## config.mk

```make
export PLATFORM = sky130hd
export DESIGN_NAME = line_decoder
export DESIGN_NICKNAME = d
export VERILOG_FILES = /design/src/rtl/line_decoder.sv
export SDC_FILE = /design/constraint.sdc
export NUM_CORES = 1
export LEC_CHECK = 0
export CORE_AREA = 2 2 52 67
export DETAILED_ROUTE_END_ITERATION = 7
export DIE_AREA = 0 0 54 69
export SYNTH_ARGS = -nofsm -noshare
export SYNTH_HDL_FRONTEND = slang
export SYNTH_SLANG_ARGS = --single-unit
```

## constraint.sdc

```tcl
create_clock -name clk -period 1.76 [get_ports clk]
set_input_delay 0.264 -clock clk [delete_from_list [all_inputs] [get_ports clk]]
set_output_delay 0.264 -clock clk [all_outputs]
set_load 0.05 [all_outputs]
```

## src/rtl/line_decoder.sv

```systemverilog
// 3-to-8 reversed-index one-hot decoder with a clocked status side-channel
// (registered copy of F, sticky seen mask, saturating enabled-cycle count).
module line_decoder #(
  parameter int unsigned CNT_W = 8
) (
  input  logic             clk,
  input  logic             rst_n,
  input  logic             Enable,
  input  logic             A,
  input  logic             B,
  input  logic             C,
  output logic [7:0]       F,
  output logic [7:0]       F_q,
  output logic [7:0]       seen,
  output logic [CNT_W-1:0] en_count
);

  localparam int unsigned LINES = 8;
  localparam int unsigned SEL_W = 3;

  logic [SEL_W-1:0] w_sel;
  logic [LINES-1:0] w_f;
  logic [SEL_W-1:0] w_idx;

  logic [LINES-1:0] r_f_q;
  logic [LINES-1:0] r_seen;
  logic [CNT_W-1:0] r_cnt;

  assign w_sel = {A, B, C};
  assign w_idx = SEL_W'(3'd7 - w_sel);

  // Pure combinational decode; a known Enable=0 forces an X-free zero.
  always_comb begin
    w_f = '0;
    if (Enable) begin
      w_f[w_idx] = 1'b1;
    end
  end

  assign F = w_f;

  // Side-channel status registers.
  always_ff @(posedge clk or negedge rst_n) begin
    if (!rst_n) begin
      r_f_q  <= '0;
      r_seen <= '0;
      r_cnt  <= '0;
    end else begin
      r_f_q  <= w_f;
      r_seen <= r_seen | w_f;
      if (Enable && (r_cnt != {CNT_W{1'b1}})) begin
        r_cnt <= r_cnt + CNT_W'(1);
      end
    end
  end

  assign F_q      = r_f_q;
  assign seen     = r_seen;
  assign en_count = r_cnt;

endmodule

```

==> run_1/met2.png <==
Bar = 20 um.
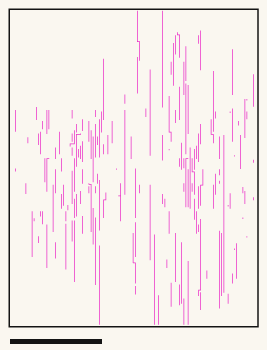
- share of all routed wire: 48%
- nets with wire on the layer: 116
- longest straight run: 34.3 um

==> run_1/pdn.png <==
Bar = 20 um. Pins as bars on the die edge.
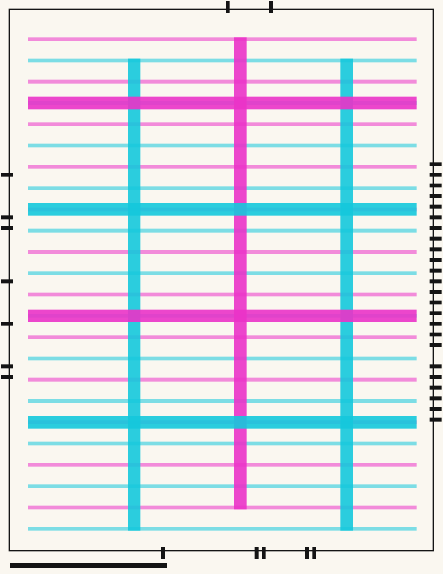
- cyan: VSS
- magenta: VDD
- met5 straps: 4
- met4 straps: 3
- rows: 23
- signal pins: 38
- met1 rails: 24
height of the die: 69 um
area of the core: 3110 um^2
Chip Width: 54 um
Peak VDD IR: 0.845 mV

==> run_1/final_clocks.png <==
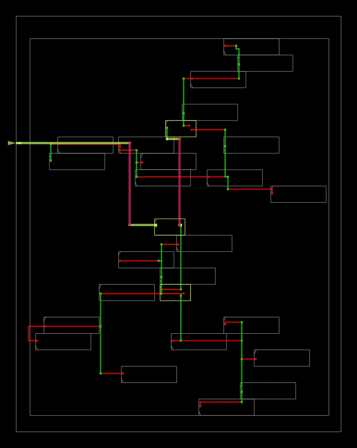
Num CTS Buffers: 3
clkbuf count: 3
Sink Count: 24

==> deck_impl_summary.md, run 1 <==
Synthesis and Place & Route Summary

Run
  – Max Cap Viol: 0

Synth
  – Ys Warns: 0
  – Gate Count Post-Synth: 71
  – Cell type with the largest total area: dfrtp_1
  – Chip area line of the yosys report: 898 um^2
  – Synthesized cell area: 898 um^2

Setup path
  – Crit path required time: about 1.5 ns
  – R2R Setup Slk: between 0.3 and 0.4 ns

Final timing
  – Fin worst setup slack: approximately 0.05 ns
  – Setup-failing EPs final: 0
  – Worst Tran Pin Value: 0.513 ns

GRT
  – Total GRT Usage: 0.114
  – Met1 global-route usage: 0.137
  – First-pass GRT wire length: 3170 um
  – M3 GR Usage: 0.0260
  – Vias in the first global route: 707

Power and ir drop
  – Switching share of power: 0.416
  – Seq pwr: roughly 760 uW

Outcome
  – Status: finished clean

Finish
  – Layout net count: 123
  – Share of layout cells above drive strength 1: 0.316
-- run 1: Yosys cell counts --
cell type,number
nor3_1,2
o21ai_2,1
nand2_1,4
mux2_4,1
o211ai_1,2
and4_1,2
a31oi_1,1
a21oi_1,3
dfrtp_1,24
nor2_1,6
o21ai_0,1
and3_1,1
nand2b_1,3
xnor2_1,4
and2_1,1
or2_2,8
inv_1,1
nand3_1,2
ha_1,1
mux2_1,1
a21boi_0,1
nand4_1,1
-- run 1: stage by stage --
step                setup TNS (ns)  cell area (um^2)  utilization  hold slack, ns  std cells
finish                           0              1440        0.465           0.361        151
global route               -0.0735              1440        0.465           0.402        151
CTS                              0              1440        0.465           0.372        151
detailed placement               0              1400        0.451           0.453        148
global placement                 0              1400        0.451           0.449        148
floorplan                        0               908            -         -0.0316         71
-- run 1: worst max-delay path: cells and delay by family --
kind | cells | cell delay, ns
and+or+nand+nor | 2 | 0.49
buffers and inverters | 2 | 0.69
-- run 1: final cells by class --
class	instances	area [um^2]	area share
Tap cell	37	46.3	0.0321
Inverter	1	3.75	0.00260
Timing Repair Buffer	40	448	0.310
Clock buffer	3	41.3	0.0286
Sequential cell	24	601	0.416
Multi-Input combinational cell	46	304	0.211
-- run 1: cell families (layout without fill, tap and decap cells) --
| kind of cell | count (synthesis) | count (layout) | share of synthesized area |
|---|---|---|---|
| AOI/OAI and AO/OA | 9 | 9 | 0.0641 |
| xor gates and xnor gates | 4 | 4 | 0.0390 |
| adders and majority gates | 1 | 1 | 0.0139 |
| buffers and inverters | 1 | 44 | 0.00417 |
| DFF | 24 | 24 | 0.669 |
| muxes | 2 | 2 | 0.0292 |
| and+or+nand+nor | 30 | 30 | 0.181 |
-- run 1: flip-flops by register name, indices dropped and copies added (netlist names) --
register / count
F_q: 8
en_count: 8
seen: 8
==> run 1 -> run 2 <==
--- a/config.mk
+++ b/config.mk
@@ -8,6 +8,7 @@
 export CORE_AREA = 2 2 52 67
 export DETAILED_ROUTE_END_ITERATION = 7
 export DIE_AREA = 0 0 54 69
+export MAX_ROUTING_LAYER = met4
 export SYNTH_ARGS = -nofsm -noshare
 export SYNTH_HDL_FRONTEND = slang
 export SYNTH_SLANG_ARGS = --single-unit
==> constraint.sdc (replaced) <==
create_clock -name clk -period 2 [get_ports clk]
set_input_delay 0.3 -clock clk [delete_from_list [all_inputs] [get_ports clk]]
set_output_delay 0.3 -clock clk [all_outputs]
set_load 0.05 [all_outputs]
==> run_2/metal_stack.png <==
Bar = 20 um. Two of the layers only.
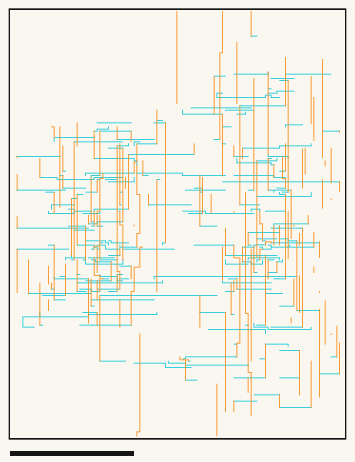
- orange: met2 (wire length 930 um)
- cyan: met1 (wire length 805 um)

==> run 2 against run 1 <==
Routed wire length is 1.3% lower. Combinational power fell by 8.5%. Register-to-register slack better by 0.24 ns. Core utilization up 1.7 points. Sequential cell count unchanged. Critical path type is now reg -> out.
==> deck_impl_summary.md, run 2 <==
Synthesis and Place & Route Summary

Outcome
  – Status: finished clean

GRT
  – Total GRT Usage: 0.118 (+0.00417)
  – First-pass GRT wire length: 3170 um (+0.22%)
  – Vias in the first global route: 688 (-2.7%)

Clock network
  – Sink Count: 24 (unchanged)

Finish
  – Non-clock buffer count: 41 (+2.5%)
  – Storage cell area: 601 um^2 (unchanged)
  – Buffering overhead: 0.321 (+0.0108)
  – Post-route design area: 1500 um^2 (+3.6%)
  – Non-filler cells, final: 153 (+1.3%)
  – Layout clock area frac: 0.0477 (+0.0191)
  – Layout net count: 124 (+0.81%)
  – Logic share of the area: 0.196 (-0.0141)
  – Clkbuf count: 3 (unchanged)
  – Combinational gate area: 294 um^2 (-3.3%)
  – Comb gates: 46 (unchanged)

Synth
  – Post-synth top cells: dfrtp_1, or2_2, nor2_1, nand2_1, xnor2_1
  – Ys async rst share: 1.00 (unchanged)
  – AND/OR/NAND/NOR Cells, Area Fraction: 0.181 (unchanged)
  – Chip area line of the yosys report: 898 um^2 (unchanged)
  – Gate Count Post-Synth: 71 (unchanged)
  – Adder share: 0.0139 (unchanged)
  – Multiplexer share: 0.0292 (unchanged)
  – Dominant register cell: dfrtp_1
  – Area fraction in compound gates: 0.0641 (unchanged)
  – Cell type with the largest total area: dfrtp_1
  – Top-count cell post-synth: dfrtp_1
  – Top comb family, area: simple AND/OR/NAND/NOR gates
  – Number of enable flip-flop cells: 0 (unchanged)

Floorplan
  – Height of the die: 69 um (unchanged)
  – Chip Width: 54 um (unchanged)

Setup path
  – CP delay by family, top: buffers and inverters
  – R2R Setup Slk: 0.59 ns (+0.24 ns)
  – Buf/Inv on CP: 1 (-1)
  – Crit path required time: 1.70 ns (+0.20 ns)

Power and ir drop
  – Peak VDD IR: 0.820 mV (-3.0%)
  – Switching share of power: 0.379 (-0.0368)

Final timing
  – Setup tns final: 0 ns (unchanged)

Placed design
  – Placed Cells incl. Taps: 149 (+0.68%)
[run 2: cell counts after synthesis]
No cell type changed its count.
[run 2: worst max path at each step]
stage	start	to	slack, ns	cells past startpoint
floorplan	C	seen[7]$_DFF_PN0_	0.08	3
global placement	Enable	F[7]	0.26	5
detailed placement	Enable	F[7]	0.23	5
CTS	en_count[3]$_DFFE_PN0P_	en_count[3]	0.15	1
global route	en_count[3]$_DFFE_PN0P_	en_count[3]	0.07	1
finish	en_count[3]$_DFFE_PN0P_	en_count[3]	0.17	1
[run 2: through the flow]
stage | setup WS [ns] | hold slack, ns | total power, mW | util
2_1_floorplan | 0.0777 | 0.00441 | 1.10 | -
3_3_place_gp | 0.258 | 0.448 | 1.35 | 0.459
3_5_place_dp | 0.227 | 0.453 | 1.36 | 0.459
4_1_cts | 0.148 | 0.402 | 1.78 | 0.481
5_1_grt | 0.0711 | 0.401 | 1.87 | 0.481
6_report | 0.167 | 0.394 | 1.75 | 0.481
[run 2: kinds of logic after synthesis]
group / Yosys count
xor gates and xnor gates: 4
adders and majority gates: 1
muxes: 2
buffers and inverters: 1
and+or+nand+nor: 30
AOI/OAI and AO/OA: 9
DFF: 24
[run 2: metal layers]
metal / global-route usage / vias up
met1: 0.142 / 316
met2: 0.180 / 33
met4: 0.0500 / 0
met5: - / -
li1: - / 330
met3: 0.0346 / 2
[run 2: power groups by stage]
stage               Combinational [mW]  Clock (mW)  Sequential, mW
finish                           0.682       0.405           0.665
global route                     0.728       0.451           0.688
CTS                              0.692       0.420           0.666
detailed placement               0.688           0           0.675
global placement                 0.682           0           0.666
floorplan                        0.152           0           0.951
Power and IR drop assume default switching activity.
